run_1/final_clocks.png
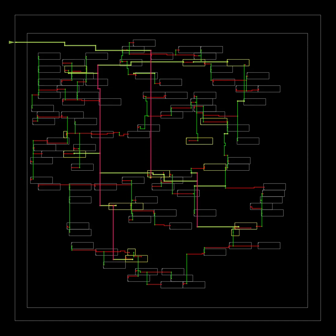
run_1/met4.png
Supply wires on this layer in gray.
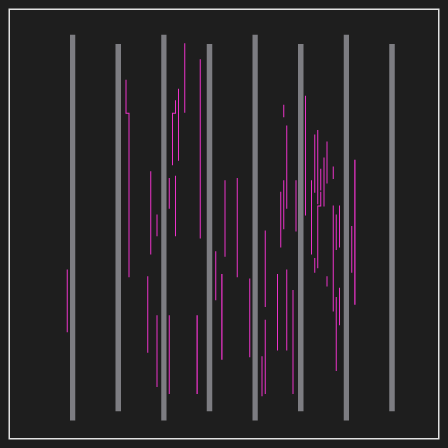
run_1/drive_strength.png
Bar = 50 microns.
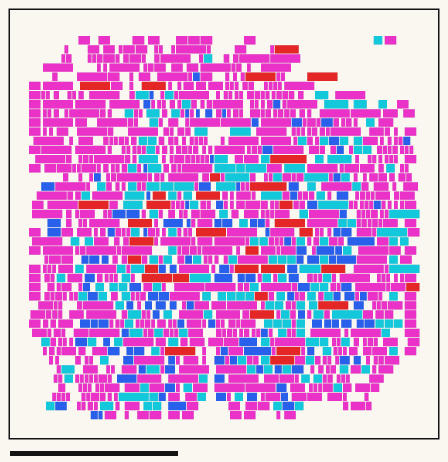
===== src/rtl/atm_keypad_initiator.sv =====
// atm_keypad_initiator
//
// Customer-side front end of the ATM. Key strobes from the keypad scanner are
// collected into complete requests (login, balance, withdraw, withdraw+show,
// transfer). Each request is offered to the controller over a valid/ready
// handshake, and then the block waits for a response or a timeout.
//
// Ports:
//   clk, rst_n        system clock (rising edge), async active-low reset
//   keyValid/keyCode  one-cycle key strobe; 0-9 digit, A ENTER, B CLEAR,
//                     C CANCEL, D-F ignored
//   reqValid/reqReady request handshake towards the controller
//   accNumber, pin, menuOption, amount, destinationAcc
//                     request fields, stable while reqValid is high
//   respValid/respError/respBalance
//                     one-cycle response strobe from the controller
//   exit              one-cycle session-end pulse
//   dispBalance       last good balance, dispValid pulses when it updates
//   entryError        one-cycle pulse on a rejected key, failed login,
//                     error response or timeout
//   busy              high while a request is outstanding (REQ/WAIT_RESP)
module atm_keypad_initiator #(
   parameter int TIMEOUT_CYCLES = 1000
) (
   input  logic        clk,
   input  logic        rst_n,
   input  logic        keyValid,
   input  logic [3:0]  keyCode,
   output logic        reqValid,
   input  logic        reqReady,
   output logic [11:0] accNumber,
   output logic [3:0]  pin,
   output logic [2:0]  menuOption,
   output logic [10:0] amount,
   output logic [11:0] destinationAcc,
   input  logic        respValid,
   input  logic        respError,
   input  logic [10:0] respBalance,
   output logic        exit,
   output logic [10:0] dispBalance,
   output logic        dispValid,
   output logic        entryError,
   output logic        busy
);

   localparam int TW = (TIMEOUT_CYCLES > 1) ? $clog2(TIMEOUT_CYCLES) : 1;
   localparam logic [TW-1:0] T_LAST = TW'(TIMEOUT_CYCLES - 1);

   typedef enum logic [2:0] {
      ST_ACC,
      ST_PIN,
      ST_OPT,
      ST_AMT,
      ST_DST,
      ST_REQ,
      ST_WAIT_RESP
   } state_t;

   state_t        state, state_n;
   logic [11:0]   acc_n, dest_n;
   logic [3:0]    pin_n, opt_q, opt_n;
   logic [2:0]    menu_n;
   logic [10:0]   amount_n, disp_n;
   logic [2:0]    acc_cnt, acc_cnt_n, pin_cnt, pin_cnt_n, opt_cnt, opt_cnt_n;
   logic [2:0]    amt_cnt, amt_cnt_n, dst_cnt, dst_cnt_n;
   logic          cancel_pending, cancel_n;
   logic [TW-1:0] timer, timer_n;
   logic          exit_n, disp_valid_n, entry_error_n;
   logic          clear_all, clear_txn, resp_fail;
   logic          key_digit, key_enter, key_clear, key_cancel;
   logic [15:0]   acc_cand, amt_cand, dst_cand;

   // Key decode; codes D-F match none of these and simply fall through.
   assign key_digit  = keyValid && (keyCode <= 4'd9);
   assign key_enter  = keyValid && (keyCode == 4'hA);
   assign key_clear  = keyValid && (keyCode == 4'hB);
   assign key_cancel = keyValid && (keyCode == 4'hC);

   // Candidate values for a decimal digit appended to each numeric field,
   // computed wide enough that the range check can never wrap.
   assign acc_cand = 16'(accNumber) * 16'd10 + 16'(keyCode);
   assign amt_cand = 16'(amount) * 16'd10 + 16'(keyCode);
   assign dst_cand = 16'(destinationAcc) * 16'd10 + 16'(keyCode);

   // The request strobe and busy come straight from the state register so
   // that an asynchronous reset drops them immediately.
   assign reqValid = (state == ST_REQ);
   assign busy     = (state == ST_REQ) || (state == ST_WAIT_RESP);

   // Digit counters only need to tell "empty" from "not empty", so they
   // saturate instead of wrapping back to zero.
   function automatic logic [2:0] bump(input logic [2:0] c);
      return (c == 3'd7) ? c : c + 3'd1;
   endfunction

   // Next-state and datapath logic. Every key is resolved in the state it
   // arrives in. A cancel that arrives while a request is outstanding is
   // remembered in cancel_pending and acted on once the request resolves:
   // if it was already pending at resolution the exit goes out right away,
   // if it arrives together with the resolution it is handled one cycle
   // later from the idle state it lands in. The clear_* flags are applied
   // last so that any branch can request a bulk clear.
   always_comb begin
      state_n       = state;
      acc_n         = accNumber;
      pin_n         = pin;
      opt_n         = opt_q;
      menu_n        = menuOption;
      amount_n      = amount;
      dest_n        = destinationAcc;
      acc_cnt_n     = acc_cnt;
      pin_cnt_n     = pin_cnt;
      opt_cnt_n     = opt_cnt;
      amt_cnt_n     = amt_cnt;
      dst_cnt_n     = dst_cnt;
      disp_n        = dispBalance;
      cancel_n      = cancel_pending;
      timer_n       = timer;
      exit_n        = 1'b0;
      disp_valid_n  = 1'b0;
      entry_error_n = 1'b0;
      clear_all     = 1'b0;
      clear_txn     = 1'b0;
      resp_fail     = 1'b0;

      if (!busy && cancel_pending) begin
         exit_n    = 1'b1;
         clear_all = 1'b1;
         cancel_n  = 1'b0;
         state_n   = ST_ACC;
      end else if (!busy && key_cancel) begin
         exit_n    = 1'b1;
         clear_all = 1'b1;
         disp_n    = '0;
         state_n   = ST_ACC;
      end else begin
         case (state)
            ST_ACC: begin
               if (key_digit) begin
                  if (acc_cand > 16'd4095) entry_error_n = 1'b1;
                  else begin
                     acc_n     = acc_cand[11:0];
                     acc_cnt_n = bump(acc_cnt);
                  end
               end else if (key_enter) begin
                  if (acc_cnt == 3'd0) entry_error_n = 1'b1;
                  else                 state_n = ST_PIN;
               end else if (key_clear) begin
                  acc_n     = '0;
                  acc_cnt_n = '0;
               end
            end
            ST_PIN: begin
               if (key_digit) begin
                  pin_n     = keyCode;
                  pin_cnt_n = bump(pin_cnt);
               end else if (key_enter) begin
                  if (pin_cnt == 3'd0) entry_error_n = 1'b1;
                  else begin
                     menu_n  = 3'd0;
                     state_n = ST_REQ;
                  end
               end else if (key_clear) begin
                  pin_n     = '0;
                  pin_cnt_n = '0;
               end
            end
            ST_OPT: begin
               if (key_digit) begin
                  opt_n     = keyCode;
                  opt_cnt_n = bump(opt_cnt);
               end else if (key_enter) begin
                  if (opt_cnt == 3'd0) entry_error_n = 1'b1;
                  else if (opt_q == 4'd3) begin
                     menu_n  = 3'd3;
                     state_n = ST_REQ;
                  end else if ((opt_q >= 4'd4) && (opt_q <= 4'd6)) begin
                     menu_n  = opt_q[2:0];
                     state_n = ST_AMT;
                  end else entry_error_n = 1'b1;
               end else if (key_clear) begin
                  opt_n     = '0;
                  opt_cnt_n = '0;
               end
            end
            ST_AMT: begin
               if (key_digit) begin
                  if (amt_cand > 16'd2047) entry_error_n = 1'b1;
                  else begin
                     amount_n  = amt_cand[10:0];
                     amt_cnt_n = bump(amt_cnt);
                  end
               end else if (key_enter) begin
                  if (amt_cnt == 3'd0)          entry_error_n = 1'b1;
                  else if (menuOption == 3'd6) state_n = ST_DST;
                  else                         state_n = ST_REQ;
               end else if (key_clear) begin
                  amount_n  = '0;
                  amt_cnt_n = '0;
               end
            end
            ST_DST: begin
               if (key_digit) begin
                  if (dst_cand > 16'd4095) entry_error_n = 1'b1;
                  else begin
                     dest_n    = dst_cand[11:0];
                     dst_cnt_n = bump(dst_cnt);
                  end
               end else if (key_enter) begin
                  if (dst_cnt == 3'd0) entry_error_n = 1'b1;
                  else                 state_n = ST_REQ;
               end else if (key_clear) begin
                  dest_n    = '0;
                  dst_cnt_n = '0;
               end
            end
            ST_REQ: begin
               if (key_cancel) cancel_n = 1'b1;
               if (reqReady) begin
                  state_n = ST_WAIT_RESP;
                  timer_n = '0;
               end
            end
            ST_WAIT_RESP: begin
               if (respValid || (timer == T_LAST)) begin
                  resp_fail = !respValid || respError;
                  if (menuOption == 3'd0) begin
                     if (resp_fail) begin
                        entry_error_n = 1'b1;
                        clear_all     = 1'b1;
                        state_n       = ST_ACC;
                     end else state_n = ST_OPT;
                  end else begin
                     state_n = ST_OPT;
                     if (resp_fail) entry_error_n = 1'b1;
                     else begin
                        disp_n       = respBalance;
                        disp_valid_n = 1'b1;
                        clear_txn    = 1'b1;
                     end
                  end
                  if (cancel_pending) begin
                     exit_n    = 1'b1;
                     clear_all = 1'b1;
                     cancel_n  = 1'b0;
                     state_n   = ST_ACC;
                  end else if (key_cancel) cancel_n = 1'b1;
               end else begin
                  timer_n = timer + TW'(1);
                  if (key_cancel) cancel_n = 1'b1;
               end
            end
            default: state_n = ST_ACC;
         endcase
      end

      if (clear_txn || clear_all) begin
         amount_n  = '0;
         amt_cnt_n = '0;
         dest_n    = '0;
         dst_cnt_n = '0;
      end
      if (clear_all) begin
         acc_n     = '0;
         acc_cnt_n = '0;
         pin_n     = '0;
         pin_cnt_n = '0;
         opt_n     = '0;
         opt_cnt_n = '0;
         menu_n    = '0;
      end
   end

   // State, field and pulse registers. Everything returns to zero / ACC on
   // reset, which also silences any request that was in flight.
   always_ff @(posedge clk or negedge rst_n) begin
      if (!rst_n) begin
         state          <= ST_ACC;
         accNumber      <= '0;
         pin            <= '0;
         opt_q          <= '0;
         menuOption     <= '0;
         amount         <= '0;
         destinationAcc <= '0;
         acc_cnt        <= '0;
         pin_cnt        <= '0;
         opt_cnt        <= '0;
         amt_cnt        <= '0;
         dst_cnt        <= '0;
         dispBalance    <= '0;
         cancel_pending <= 1'b0;
         timer          <= '0;
         exit           <= 1'b0;
         dispValid      <= 1'b0;
         entryError     <= 1'b0;
      end else begin
         state          <= state_n;
         accNumber      <= acc_n;
         pin            <= pin_n;
         opt_q          <= opt_n;
         menuOption     <= menu_n;
         amount         <= amount_n;
         destinationAcc <= dest_n;
         acc_cnt        <= acc_cnt_n;
         pin_cnt        <= pin_cnt_n;
         opt_cnt        <= opt_cnt_n;
         amt_cnt        <= amt_cnt_n;
         dst_cnt        <= dst_cnt_n;
         dispBalance    <= disp_n;
         cancel_pending <= cancel_n;
         timer          <= timer_n;
         exit           <= exit_n;
         dispValid      <= disp_valid_n;
         entryError     <= entry_error_n;
      end
   end

endmodule


===== config.mk =====
export PLATFORM = sky130hd
export DESIGN_NAME = atm_keypad_initiator
export DESIGN_NICKNAME = d
export VERILOG_FILES = /design/src/rtl/atm_keypad_initiator.sv
export SDC_FILE = /design/constraint.sdc
export NUM_CORES = 1
export LEC_CHECK = 0
export ABC_AREA = 1
export ABC_CLOCK_PERIOD_IN_PS = 2600
export CORE_MARGIN = 5
export CORE_UTILIZATION = 53
export DETAILED_ROUTE_END_ITERATION = 7
export HOLD_SLACK_MARGIN = 0.05
export PLACE_DENSITY = 0.79
export REMOVE_ABC_BUFFERS = 1
export SETUP_SLACK_MARGIN = 0.02
export SLEW_MARGIN = 20
export SYNTH_ARGS = -nofsm -noshare
export SYNTH_HDL_FRONTEND = slang
export SYNTH_SLANG_ARGS = --single-unit

===== constraint.sdc =====
create_clock -name clk -period 2.6 [get_ports clk]
set_clock_uncertainty 0.05 [all_clocks]
set_input_delay 0.52 -clock clk [delete_from_list [all_inputs] [get_ports clk]]
set_output_delay 0.52 -clock clk [all_outputs]
set_load 0.005 [all_outputs]

==> GITHUB_STEP_SUMMARY, run 1 <==
## Synthesis and layout report

| Metric | Value |
|---|---|
| Run status | complete, but fails checks |
| Failing checks | setup timing |
| Synth top area cells | dfrtp_1, ha_1, nand2_1, inv_1, nand3_1 |
| Critical path endpoint category | register |
| Syn Area/Cell | 7.65 sq um |
| Core Footprint | 13300 sq um |
| Yosys Chip Area | 7290 sq um |
| Critical path origin | destinationAcc[1] |
| Clock power frac | 15.5% |
| Psw | 0.00398 W |
| Nets | 1298 |
| Mapped Area | 7290 sq um |
| Tap cells | 176 |
| Gate Area | 5000 sq um |
| Cell area power density | 908 nW/um^2 |
| Compound Share, Synth | 12.1% |
| R2R Setup Slk | -0.61 ns |
| Drt wl/cell | 16.2 microns |
| Router iterations before antenna repair | 5 |
| Synth Area in XOR/XNOR | 1.42% |
| Mi-comb count | 737 |
| Crit-path cells | ha_1, ha_2, fa_2, nand2_1, inv_1, nand4_1, nand2_1, nand2_2, nor2_4, nand2_2, nor2_2, nand3_1, nand2_2, nand3_4, nand2_8, buf_6, buf_6, nand4_1, nand2_1 |
| Static leakage | 5.30 nW |
| # Cells Yosys | 953 |
| Switching share of power | 42.8% |
| Clock group | 0.00144 W |
| Antenna viol nets, final | 0 |
| Vias/cell | 5.56 |
| Cycle use final | 123% |
| Worst VDD drop | 0.634 mV |
| Fin. Hold Viols | 0 |
| Post-DP HPWL | 14.2 mm |
| CP max-delay cell | fa_2 |
| Tot GR Track Use | 26.2% |
| Worst EP required | 2.85 ns |
| Grt met3 use | 4.13% |
| Non-filler cells, final | 1368 |
| Sequential power share | 22.5% |
| CTS HTree Levels | 3 |
| Slew Viols, Final | 0 |
| TritonCTS clock tree | yes |
| Top Layout Cells | nand2_1, buf_4, inv_1, dfrtp_1, clkdlybuf4s50_1 |
| Core Util at FP | 54.6% |
| Logic power comb | 0.00577 W |
| # hold bufs at CTS | 1 |
| Non-clk invs | 120 |
| Hold endpoint | timer[9] |
| Worst Path Max Fanout | 3 |
| Port Buffers | 78 |
| Synth Seq Share | 30.5% |
| Initial antenna violation count | 0 |
| Yosys top cell by instances | nand2_1 |
| Final Hold Slack | 0.425 ns |
| Uppermost layer routed | met4 |
| Post-synthesis cell type count | 51 |
| CTS root buffer | clkbuf_16 |
| Dpl cells | 1318 |
| Top cells by count | nand2_1, inv_1, dfrtp_1 |
| Cell taking the most area after synthesis | dfrtp_1 |
| Share of layout cells above drive strength 1 | 29.1% |
| Asr flop ratio synth | 100% |
| Worst r2r path cells | 19 |
| M2 GR Usage | 45.2% |
| Detailed-route DRC error count | 0 |
| Commonest Layout Cell | nand2_1 |
| Top cell category | multi-input combinational cells |
| Post-cts sizing count | 56 |
| Final worst slack | -0.608 ns |
| Placed inst area | 9140 sq um |
| Pwr Total | 0.00929 W |
| GP Congestion | 0.887 |
| Largest net degree at the start of global routing | 43 |
| Adder share | 15.9% |
| Diodes inserted | 0 |
| Layout non-clock buf frac | 19.7% |
| Top Usage Layer GRT | met2 |
| Final Setup Violations | 45 |
| Vias in the first global route | 7578 |
## Picture notes: final_clocks.png
flop count: 89
number of CTS-inserted buffers: 9
clkbuf count: 11

## Picture notes: met4.png
wire length on this layer	964 microns
nets with wire on the layer	43
share of all routed wire	4.4%
DR vias: 7610
WL final: 22.1 mm

## Picture notes: drive_strength.png
size	color	cells	share
drive 1 or less	magenta	845	71%
drive 6 and up	red	33	2.8%
drive 2	blue	133	11%
drive 3 to 4	cyan	181	15%
bufs w/o clock: 231
final worst slack: -0.608 ns
synthesis-to-layout area growth: 40.4%
final instance area: 10200 sq um

==> run 2, diff against run 1 <==
- ABC_AREA: 1 -> unset
- CORE_UTILIZATION: 53 -> 52
- PLACE_DENSITY: 0.79 -> 0.78
run_2/met4.png
Supply wires on this layer in gray.
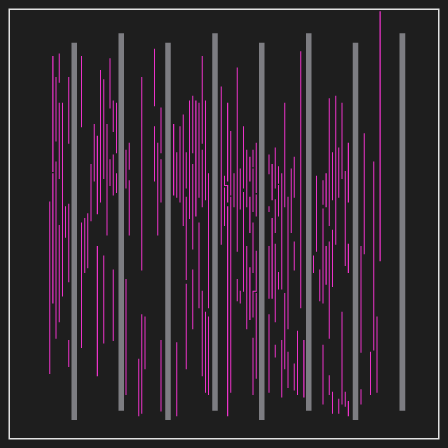
share of all routed wire	9.9%
main direction	vertical
nets with wire on the layer	141
longest straight run	74.1 microns
wire length on this layer	3150 microns
DR vias: 8328
WL final: 32.0 mm

run_2/final_clocks.png
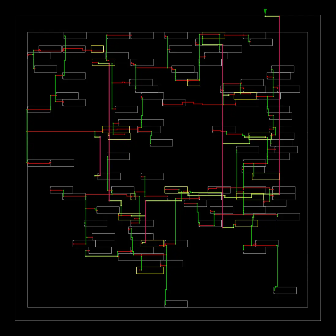
Clock group: 0.00170 W
Worst-Skew Late Latency: 0.36 ns

==> run 2 against run 1 <==
The run still ends with setup timing left. Synthesized cell count down 26%. Register-to-register slack worse by 0.73 ns. Routed wire length up 45%. Design area up 6.8%. Die size down 5.2%. Sequential share of layout area down 1.3 points. Global-route usage up 8.8 points. Utilization up 9.6 points.
==> GITHUB_STEP_SUMMARY, run 2 <==
## Synthesis and layout report

| Metric | Value |
|---|---|
| Run status | complete, but fails checks |
| Failing checks | setup timing |
| Core Footprint | 12700 sq um |
| Asr flop ratio synth | 100% |
| Port Buffers | 78 |
| Drt wl/cell | 26.2 microns |
| Initial antenna violation count | 0 |
| Critical path endpoint category | register |
| Diodes inserted | 0 |
| Worst Path Max Fanout | 6 |
| Gate Area | 5140 sq um |
| Worst EP required | 2.78 ns |
| Commonest Layout Cell | buf_4 |
| Uppermost layer routed | met4 |
| Clkbuf count | 11 |
| Non-filler cells, final | 1220 |
| Switching share of power | 39.9% |
| Compound Share, Synth | 22.4% |
| CTS HTree Levels | 3 |
| GP Congestion | 0.920 |
| Router iterations before antenna repair | 7 |
| Top Usage Layer GRT | met2 |
| Nets | 1153 |
| Detailed-route DRC error count | 0 |
| Met2 wire length | 15.1 mm |
| Logic power comb | 0.00454 W |
| Adder share | 17.2% |
| Combinational power share | 55.9% |
| Cell area power density | 742 nW/um^2 |
| Yosys Chip Area | 6750 sq um |
| Slew Viols, Final | 0 |
| Dpl cells | 1158 |
| Mi-comb count | 573 |
| Tot GR Track Use | 34.9% |
| Vias in the first global route | 8200 |
| Crit-path cells | ha_1, fa_2, a21o_1, and4_4, buf_6, or3_4, nand4_1, buf_4, o21a_1, o21ai_2, buf_6, buf_6, a22o_4, a22o_1 |
| Yosys top cell by instances | dfrtp_1 |
| Tap cells | 172 |
| Synth Seq Share | 33.0% |
| Post-cts sizing count | 118 |
| Static leakage | 5.26 nW |
| Number of CTS-inserted buffers | 9 |
| Post-synthesis cell type count | 75 |
| Vias/cell | 6.83 |
| Top Layout Cells | buf_4, dfrtp_1, clkdlybuf4s50_1, ha_1, nand2_1 |
| Non-clk invs | 30 |
| Psw | 0.00323 W |
| Cell taking the most area after synthesis | dfrtp_1 |
| CTS root buffer | clkbuf_16 |
| Worst r2r path cells | 14 |
| Core Util at FP | 53.3% |
| Synth Area in XOR/XNOR | 4.93% |
| Critical path origin | accNumber[2] |
| Synthesis-to-layout area growth | 62.0% |
| Largest net degree at the start of global routing | 51 |
| Final worst slack | -1.34 ns |
| Final instance area | 10900 sq um |
| Top cells by count | dfrtp_1, ha_1, nand2_1 |
| Bufs w/o clock | 340 |
| Synth top area cells | dfrtp_1, ha_1, a22o_1, nand2_1, a21oi_1 |
| Mapped Area | 6750 sq um |
| Final Setup Violations | 53 |
| Pwr Total | 0.00811 W |
| Synth flops | 89 |
| TritonCTS clock tree | yes |
| R2R Setup Slk | -1.34 ns |
| Cycle use final | 151% |
| M2 GR Usage | 61.4% |
| Final Hold Slack | 0.109 ns |
| Share of layout cells above drive strength 1 | 38.8% |
| Die area | 15400 sq um |
| Placed inst area | 9300 sq um |
| Syn Area/Cell | 9.52 sq um |
| Grt met3 use | 6.31% |
No activity file was given, so power comes from the tool's default toggle rates.
